**config.mk**
```make
export PLATFORM = sky130hd
export DESIGN_NAME = mem_stall_ctrl
export DESIGN_NICKNAME = d
export VERILOG_FILES = /design/src/rtl/mem_stall_ctrl_pkg.sv /design/src/rtl/sat_counter32.sv /design/src/rtl/mem_stall_ctrl.sv
export SDC_FILE = /design/constraint.sdc
export NUM_CORES = 1
export LEC_CHECK = 0
export CAP_MARGIN = 40
export CORE_MARGIN = 5
export CORE_UTILIZATION = 45
export DETAILED_ROUTE_END_ITERATION = 10
export PLACE_DENSITY = 0.71
export SLEW_MARGIN = 25
export SYNTH_ARGS = -nofsm -noshare
export SYNTH_HDL_FRONTEND = slang
export SYNTH_HIERARCHICAL = 1
export SYNTH_SLANG_ARGS = --single-unit
```
**constraint.sdc**
```tcl
create_clock -name clk -period 3.3 [get_ports clk]
set_input_delay 0.495 -clock clk [delete_from_list [all_inputs] [get_ports clk]]
set_output_delay 0.495 -clock clk [all_outputs]
set_load 0.02 [all_outputs]
```
**src/rtl/mem_stall_ctrl_pkg.sv**
```systemverilog
// Shared definitions for the memory stall controller: stall bit positions,
// canonical stall patterns and controller state encodings.
package mem_stall_ctrl_pkg;

    localparam int STALL_W  = 5;
    localparam int STALL_PC = 0;
    localparam int STALL_IF = 1;
    localparam int STALL_ID = 2;
    localparam int STALL_EX = 3;
    localparam int STALL_MW = 4;

    localparam logic [STALL_W-1:0] STALL_NONE = 5'b00000;
    localparam logic [STALL_W-1:0] HOLD_MEM   = 5'b01111;
    localparam logic [STALL_W-1:0] HOLD_EX    = 5'b00111;
    localparam logic [STALL_W-1:0] KILL_IF    = 5'b00001;

    typedef enum logic {
        ST_IDLE = 1'b0,
        ST_BUS  = 1'b1
    } fsm_t;

endpackage

```
**src/rtl/sat_counter32.sv**
```systemverilog
// Purpose: 32-bit event counter with synchronous clear, sticks at all-ones.
// Latency: count reflects an enable one cycle after it is sampled.
// Backpressure: none; enable is sampled every cycle.
module sat_counter32 (
    input  logic        clk,
    input  logic        clr,
    input  logic        en,
    output logic [31:0] cnt
);

    always_ff @(posedge clk) begin
        if (clr) begin
            cnt <= 32'd0;
        end else if (en && (cnt != 32'hFFFF_FFFF)) begin
            cnt <= cnt + 32'd1;
        end
    end

endmodule

```
**src/rtl/mem_stall_ctrl.sv**
```systemverilog
// Purpose: pipeline stall controller for loads/stores sharing the RAM bus, plus EX multi-cycle holds.
// Latency: stall_o is combinational; first load stall appears 2 cycles after id_stop_req_i.
// Backpressure: holds PC..EX/MEM while the bus access is outstanding, bounded by TIMEOUT.
module mem_stall_ctrl
    import mem_stall_ctrl_pkg::*;
#(
    parameter int TIMEOUT = 15,
    parameter int TO_W    = 4
) (
    input  logic               clk,
    input  logic               rst,
    input  logic               id_stop_req_i,
    input  logic               ex_stall_req_i,
    input  logic               mem_ack_i,
    output logic [STALL_W-1:0] stall_o,
    output logic               bus_busy_o,
    output logic               err_timeout_o,
    output logic [31:0]        stall_cnt_o
);

    localparam logic [TO_W-1:0] TO_LAST = TO_W'(TIMEOUT - 1);

    fsm_t            state;
    fsm_t            state_nxt;
    logic            ex_ls;
    logic [TO_W-1:0] wcnt;
    logic            err;
    logic            in_bus;
    logic            timed_out;
    logic            done;
    logic            go_bus;

    assign in_bus    = (state == ST_BUS);
    assign timed_out = in_bus && (wcnt == TO_LAST);
    assign done      = in_bus && (mem_ack_i || timed_out);

    always_ff @(posedge clk) begin
        if (rst) begin
            state <= ST_IDLE;
        end else begin
            state <= state_nxt;
        end
    end

    always_comb begin
        stall_o   = STALL_NONE;
        state_nxt = state;

        // A load/store in EX never requests multi-cycle, so its ex_stall is ignored.
        if (rst) begin
            stall_o = STALL_NONE;
        end else if (in_bus && !done) begin
            stall_o = HOLD_MEM;
        end else if (done && ex_stall_req_i) begin
            stall_o = HOLD_EX;
        end else if (done) begin
            stall_o = KILL_IF;
        end else if (ex_stall_req_i && !ex_ls) begin
            stall_o = HOLD_EX;
        end

        go_bus = (stall_o[STALL_EX:STALL_ID] == 2'b00) && ex_ls;

        case (state)
            ST_IDLE: if (go_bus) state_nxt = ST_BUS;
            ST_BUS:  if (done)   state_nxt = go_bus ? ST_BUS : ST_IDLE;
            default: state_nxt = ST_IDLE;
        endcase
    end

    always_ff @(posedge clk) begin
        if (rst) begin
            ex_ls <= 1'b0;
            wcnt  <= '0;
            err   <= 1'b0;
        end else begin
            if (!stall_o[STALL_ID]) begin
                ex_ls <= stall_o[STALL_IF] ? 1'b0 : id_stop_req_i;
            end

            // Restart the wait counter on every entry, including back-to-back accesses.
            if (go_bus && (!in_bus || done)) begin
                wcnt <= '0;
            end else if (in_bus && !done) begin
                wcnt <= wcnt + 1'b1;
            end

            if (timed_out && !mem_ack_i) begin
                err <= 1'b1;
            end
        end
    end

    sat_counter32 u_stall_cnt (
        .clk (clk),
        .clr (rst),
        .en  (stall_o[STALL_PC]),
        .cnt (stall_cnt_o)
    );

    assign bus_busy_o    = in_bus;
    assign err_timeout_o = err;

endmodule

```
==> flow_summary.ini, run 1 <==
; physical design summary
[cells_and_area]
comb.multi_input.count = 188
areaGrowthSynthToFinish_pct = 27.15
comb-cell-share_pct = 46.50
seq_share_pct = 29.16
flop_area_um2 = 780.7
drive_gt1_share_pct = 8.711
logic_area_um2 = 1245
num-nonclk-buffers = 48
clkCellAreaFrac_pct = 3.832
nonClkBufAreaFrac_pct = 17.38
lay_top_count = clkdlybuf4s50_1
nClkBuffers = 6
fillCellCount = 393

[synthesis]
synthArstFlopShare_pct = 0
xor_area_share_pct = 2.911
ys_sh_adder_pct = 1.783
syn-instance-count = 246
flop_cell = dfxtp_1
yosys_register_bits = 39
largest_area_cell = dfxtp_1
syn_avg_cell_area_um2 = 8.560
ys_cells = 246
syn_area_um2 = 2106
yosys-top-cells-count = dfxtp_1, a21oi_1, nor2_1
synth-compound-area-share_pct = 22.52
synth_warnings = 6
synth_cell_type_count = 51
seq_area_frac_synth_pct = 37.08
synth.most_common_cell = dfxtp_1
synth.area.top_cells = dfxtp_1, a21oi_1, o31ai_1
yosys.area_share.simple_pct = 29.89

[route]
dr.max_layer_used = met4
antenna_left = 0
met1_length_mm = 2.578
wl_met3_um = 209
drt-vias-per-instance = 6.097
remaining_drc_errors = 0
first_pass_iters = 4
drt-wirelength-per-cell_um = 15.09

[run_status]
status = complete, no violations

[global_routing]
grt_max_degree = 30
grt_pass1_wl_mm = 8.873
met3_usage_pct = 3.318
overflow = 0
antenna_found_initial = 0
grt_pass1_vias = 1895
top_usage_layer = met2
grt_use_met1_pct = 24.56
use_met2_pct = 26.63

[die]
row_count = 24
fp.dieH_um = 78.41
die_w_um = 78.41
ios = 44

[clocking]
cts_hold_buf = 0
cts_resized = 0
cts_setup_buffers = 0
cts_max_level = 2
cts_tree = built
insertion_delay_ps = 280

[placed_design]
placed_cells = 332
pre_cts_slack_ps = 286.2
dp_hpwl_mm = 3.570
place_area_um2 = 2575

[worst_setup_path]
arrival_ps = 2950
worst_setup_path_end_kind = register
startpoint_type = primary input
criticalPathCategory = primary input to register
cp_max_fo = 6

[final_timing]
setup_viol = 0
tightest_slew_ps = 683.2
rsz0062_at_grt = false
hold_violations = 0
fin_crit_sh_pct = 84.09
fin_skew_ps = 8.029
maxSlewViolCount = 0
relSlewSlack_pct = 54.11

[power_and_ir_drop]
powerSeq_uw = 481
maxPowerGroup = registers
comb_power_share_pct = 6.8
power_clock_uw = 379
power_density_nw_per_um2 = 344.9
switching_share_pct = 21.67
ir_drop_v = 0.0002821
seqPwrFrac_pct = 52.1
p_comb_uw = 63.1
intPower_uw = 723.3
leakage_uw = 0.0008152

[min_path]
hold_path.class = register to register

[flow_run]
warning_count = 27
==> run 1: worst max-delay path: stages <==
cell and delay, ps:
clkdlybuf4s50_1 640, a21oi_1 140, nor2_1 160, nand4_1 160
nor4_2 540, nand4_1 160, nor4_1 290, mux2_2 370
==> run 1: path summary, 6_finish.rpt <==
| path | start | endpoint | slack, ps | cells past startpoint |
|---|---|---|---|---|
| hold reg to reg | err_timeout_o | err_timeout_o | 490 | 2 |
| setup / recovery | ex_stall_req_i | u_stall_cnt/cnt[31] | 520 | 8 |
| hold / removal | err_timeout_o | err_timeout_o | 490 | 2 |
| setup reg to reg | bus_busy_o | u_stall_cnt/cnt[31] | 840 | 7 |
==> run 1: state kept, by name, indices dropped and copies added, names as in the netlist <==
name             cells
u_stall_cnt/cnt     32
wcnt                 4
bus_busy_o           1
err_timeout_o        1
ex_ls                1
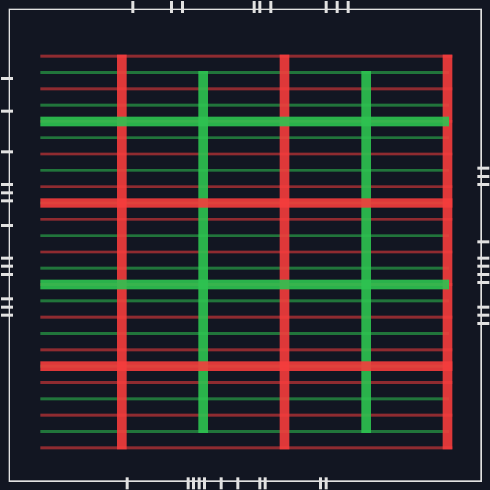
Run 1: power grid
Scale: 6 px per um. Pins as bars on the die edge.
| colour | net |
|---|---|
| green | VDD |
| red | VSS |
met4 straps: 5
rows: 24
signal pins: 44
met1 rails: 25

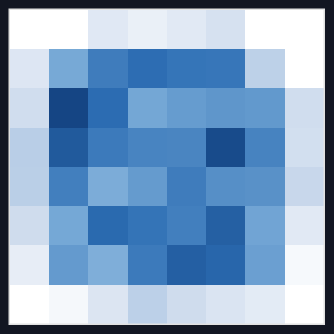
Run 1: cell density map
Scale: 4 px per um. 8 x 8 tiles, from white (low) to dark blue (high), 0 to 100% covered.
fullest tile: 91%
mean over tiles: 43%
densest ninth of the die: centre
tiles over 75% full: 14%
post-route core utilization: 60.25%
CORE AREA: 4444 um^2
fp_density: 47.38%

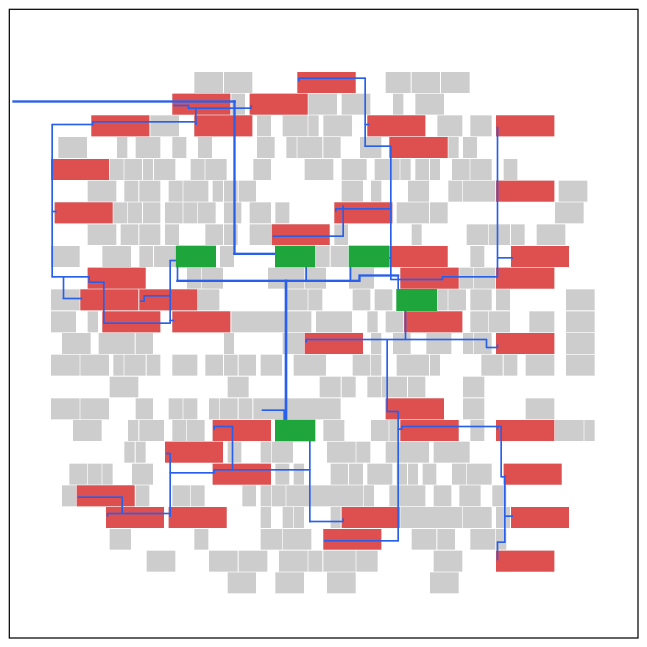
Run 1: clock distribution
Scale: 8 px per um.
[red] flip-flops | count: 39
[green] clock drivers | count: 5
[blue] clock wires | length: 474 um
routed clock nets: 6
flops lie: spread over the die

Run 1, congestion heat map:
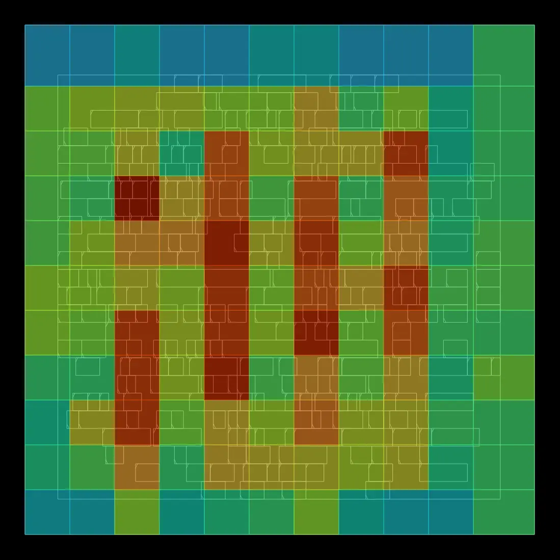

==> inputs of run 2 (changes only) <==
==> constraint.sdc (replaced) <==
create_clock -name clk -period 2.8 [get_ports clk]
set_input_delay 0.42 -clock clk [delete_from_list [all_inputs] [get_ports clk]]
set_output_delay 0.42 -clock clk [all_outputs]
set_load 0.02 [all_outputs]
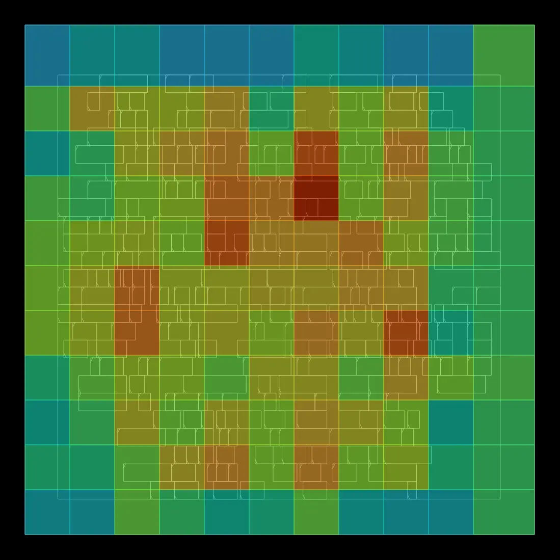
Run 2: congestion heat map
GR peak layer: met2
met1 Use GR: 23.69%

==> run 2 against run 1 <==
Against the previous run:
- sequential power increased by 17%
- sequential cell count unchanged
- largest power group unchanged
- critical path depth decreased by 2
- core utilization increased by 0.23 points
- hold slack got worse by 4.4 ps
- final area increased by 0.37%
- worst setup slack got worse by 370 ps
- die area unchanged
- sequential share of layout area decreased by 0.11 points
- synthesized cell count unchanged
- via count decreased by 1.1%
- cell count increased by 1.2%
==> flow_summary.ini, run 2 <==
; physical design summary
[die]
fp.dieH_um = 78.41
die_w_um = 78.41
fp_util_pct = 47.38
fp.coreArea_um2 = 4444
row_count = 24

[min_path]
holdPathStages = 2
hold_path.class = register to register
min_to = err_timeout_o

[worst_setup_path]
startpoint_type = register
reg2regPathDepth = 5
worstPathCellList = inv_1, ha_1, a41oi_1, nor2_1, nor3_1, clkdlybuf4s50_1
cp_slowest_cell = clkdlybuf4s50_1
r2r_slack_ps = 490
arrival_ps = 2220
r2r-end = u_stall_cnt/cnt[30]
r2r_start = u_stall_cnt/cnt[13]
worst_setup_path_end_kind = output port
cp_max_fo = 5

[synthesis]
synth.most_common_cell = dfxtp_1
ys_cells = 246
seq_area_frac_synth_pct = 37.08
synthArstFlopShare_pct = 0
synth_cell_type_count = 51

[final_timing]
tightest_slew_ps = 620.7
relSlewSlack_pct = 58.30
hold_violations = 0
rsz0062_at_grt = false
setup_viol = 0
fin_crit_sh_pct = 94.39

[clocking]
cts_setup_buffers = 0
cts_tree = built
cts_hold_buf = 0

[global_routing]
antenna_found_initial = 0
grt_pass1_wl_mm = 8.562
grt_max_degree = 28

[cells_and_area]
finish.utilization_pct = 60.47
nonClkBufAreaFrac_pct = 18.72
nClkBuffers = 6
flop_area_um2 = 780.7
areaGrowthSynthToFinish_pct = 27.63
lay_top_count = clkdlybuf4s50_1
num-nonclk-buffers = 53
top_register = u_stall_cnt/cnt
largest_register_ffs = 32

[power_and_ir_drop]
ir_drop_v = 0.0002857
seqPwrFrac_pct = 57.1
switching_share_pct = 23.14
intPower_uw = 759.3
leakage_uw = 0.0008262
power_density_nw_per_um2 = 367.6

[route]
remaining_drc_errors = 0
first_pass_iters = 4
drt-wirelength-per-cell_um = 14.80

[placed_design]
dp_hpwl_mm = 3.715
placed_cells = 337

[run_status]
status = complete, no violations

[flow_run]
warning_count = 27
## run 2: cell counts after synthesis
Identical to the previous run, type by type.
## run 2: layer usage
layer	wire (um)	global-route usage (%)	up-vias
met3	264	3.432	8
met5	0	0	-
li1	-	-	1026
met2	2256	25.94	54
met4	90	5.944	0
met1	2464	23.69	957
## run 2: logic make-up (layout without fill, tap and decap cells)
kind of cell	Yosys count	in the layout	synth area share [%]
compound gates	66	66	22.52
xor+xnor	7	7	2.912
fa+ha+maj	3	3	1.783
buf+inv	19	64	4.100
flops	39	39	37.08
mux	3	3	1.545
other cells	1	1	0.1781
simple gates	108	108	29.89
## run 2: critical path, delay by kind of cell, from the launching register on
family,cells,cell delay [ps]
buf+inv,2,750
compound gates,1,260
flops,1,370
fa+ha+maj,1,280
simple gates,2,280
==> inputs of run 3 (changes only) <==
--- a/config.mk
+++ b/config.mk
@@ -6,10 +6,11 @@
 export NUM_CORES = 1
 export LEC_CHECK = 0
 export CAP_MARGIN = 40
+export CORE_ASPECT_RATIO = 0.6
 export CORE_MARGIN = 5
-export CORE_UTILIZATION = 45
+export CORE_UTILIZATION = 37
 export DETAILED_ROUTE_END_ITERATION = 10
-export PLACE_DENSITY = 0.71
+export PLACE_DENSITY = 0.6
 export SLEW_MARGIN = 25
 export SYNTH_ARGS = -nofsm -noshare
 export SYNTH_HDL_FRONTEND = slang
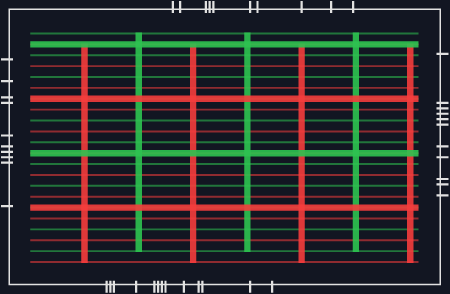
Run 3: power grid
Scale: 4 px per um. Pins as bars on the die edge.
| colour | net |
|---|---|
| green | VDD |
| red | VSS |
met4 straps: 7
met1 rails: 22
met5 straps: 4
signal pins: 44
rows: 21
chip height: 68.44 um
CORE AREA: 5544 um^2
die x size: 107.4 um

==> run 3 against run 2 <==
Against the previous run:
- final area grew 1.9%
- highest routed layer unchanged
- sequential cell count did not move
- fmax up 2.5%
- cell count grew 9.0%
- worst setup slack better by 65 ps
==> flow_summary.ini, run 3 <==
; physical design summary
[worst_setup_path]
critical_path_depth = 6
crit_buf_inv = 2
cp_max_fo = 5
arrival_ps = 2160
worstPathCellList = inv_1, ha_1, a41oi_1, nor2_1, nor3_1, clkdlybuf4s50_1
crit_family = buffers and inverters

[cells_and_area]
finish.utilization_pct = 49.40
nonClkBufAreaFrac_pct = 18.64
nClkBuffers = 7
largest_register_ffs = 32
top_register = u_stall_cnt/cnt
num-nonclk-buffers = 54

[global_routing]
grt_max_degree = 32
antenna_found_initial = 0

[flow_run]
warning_count = 27

[power_and_ir_drop]
ir_drop_v = 0.0001850
intPower_uw = 769.0
leakage_uw = 0.0008361
power_density_nw_per_um2 = 371.3
seqPwrFrac_pct = 55.5

[clocking]
cts_tree = built
cts_hold_buf = 0

[min_path]
hold_path.class = register to register
holdPathStages = 2
min_to = err_timeout_o

[route]
first_pass_iters = 4

[die]
row_count = 21

[synthesis]
synth.most_common_cell = dfxtp_1
synthArstFlopShare_pct = 0
seq_area_frac_synth_pct = 37.08

[final_timing]
hold_violations = 0
relSlewSlack_pct = 51.93
rsz0062_at_grt = false
tightest_slew_ps = 715.6

[run_status]
status = complete, no violations

[placed_design]
dp_hpwl_mm = 4.070
[run 3: cell counts after synthesis]
No cell type changed its count.
[run 3: logic make-up after synthesis]
kind of cell	Yosys count	share of synthesized area (%)
simple gates	108	29.89
compound gates	66	22.52
flops	39	37.08
buf+inv	19	4.100
xor+xnor	7	2.912
fa+ha+maj	3	1.783
mux	3	1.545
other cells	1	0.1781
[run 3: metal layers]
metal,global-route usage [%],routed length [um],vias to the layer above
met5,0,0,-
met4,3.780,27,0
met3,4.053,295,5
met2,20.56,2066,37
met1,23.67,3071,937
li1,-,-,1039

## Gallery

Routed metal, one colour a layer.
picture 1
Scale: 8 px per um. Only two layers are drawn.
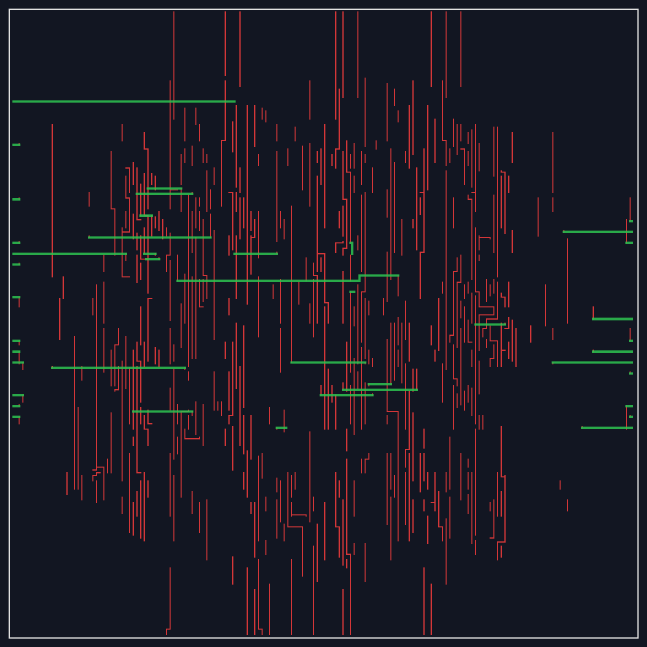
picture 2
Scale: 8 px per um. Only two layers are drawn.
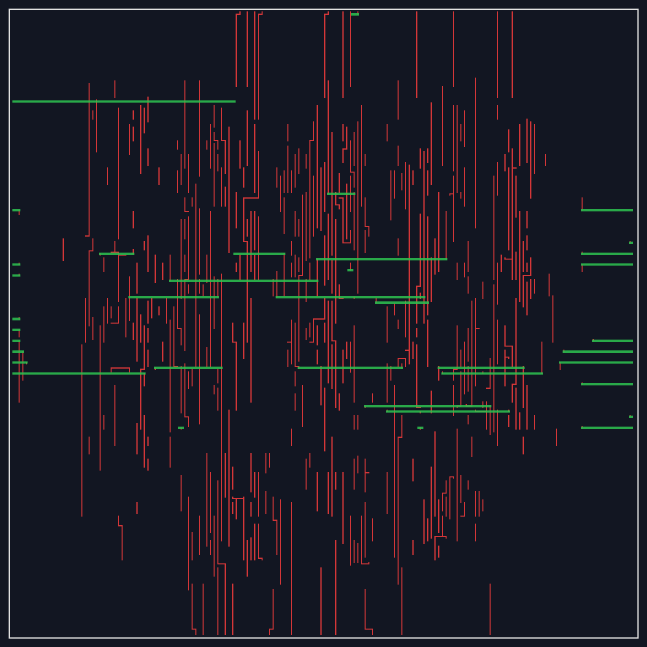
picture 3
Scale: 6 px per um. Only two layers are drawn.
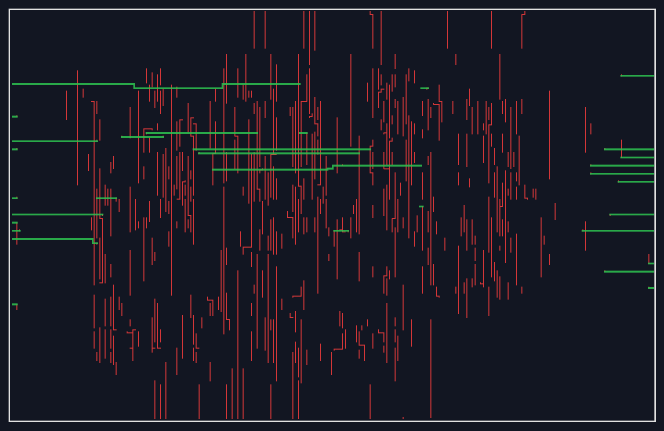
Of these, largest die: picture 3
For run 2, see picture 2.
For run 1, see picture 1.
For run 3, see picture 3.

Power is estimated from default activity; no workload was simulated.
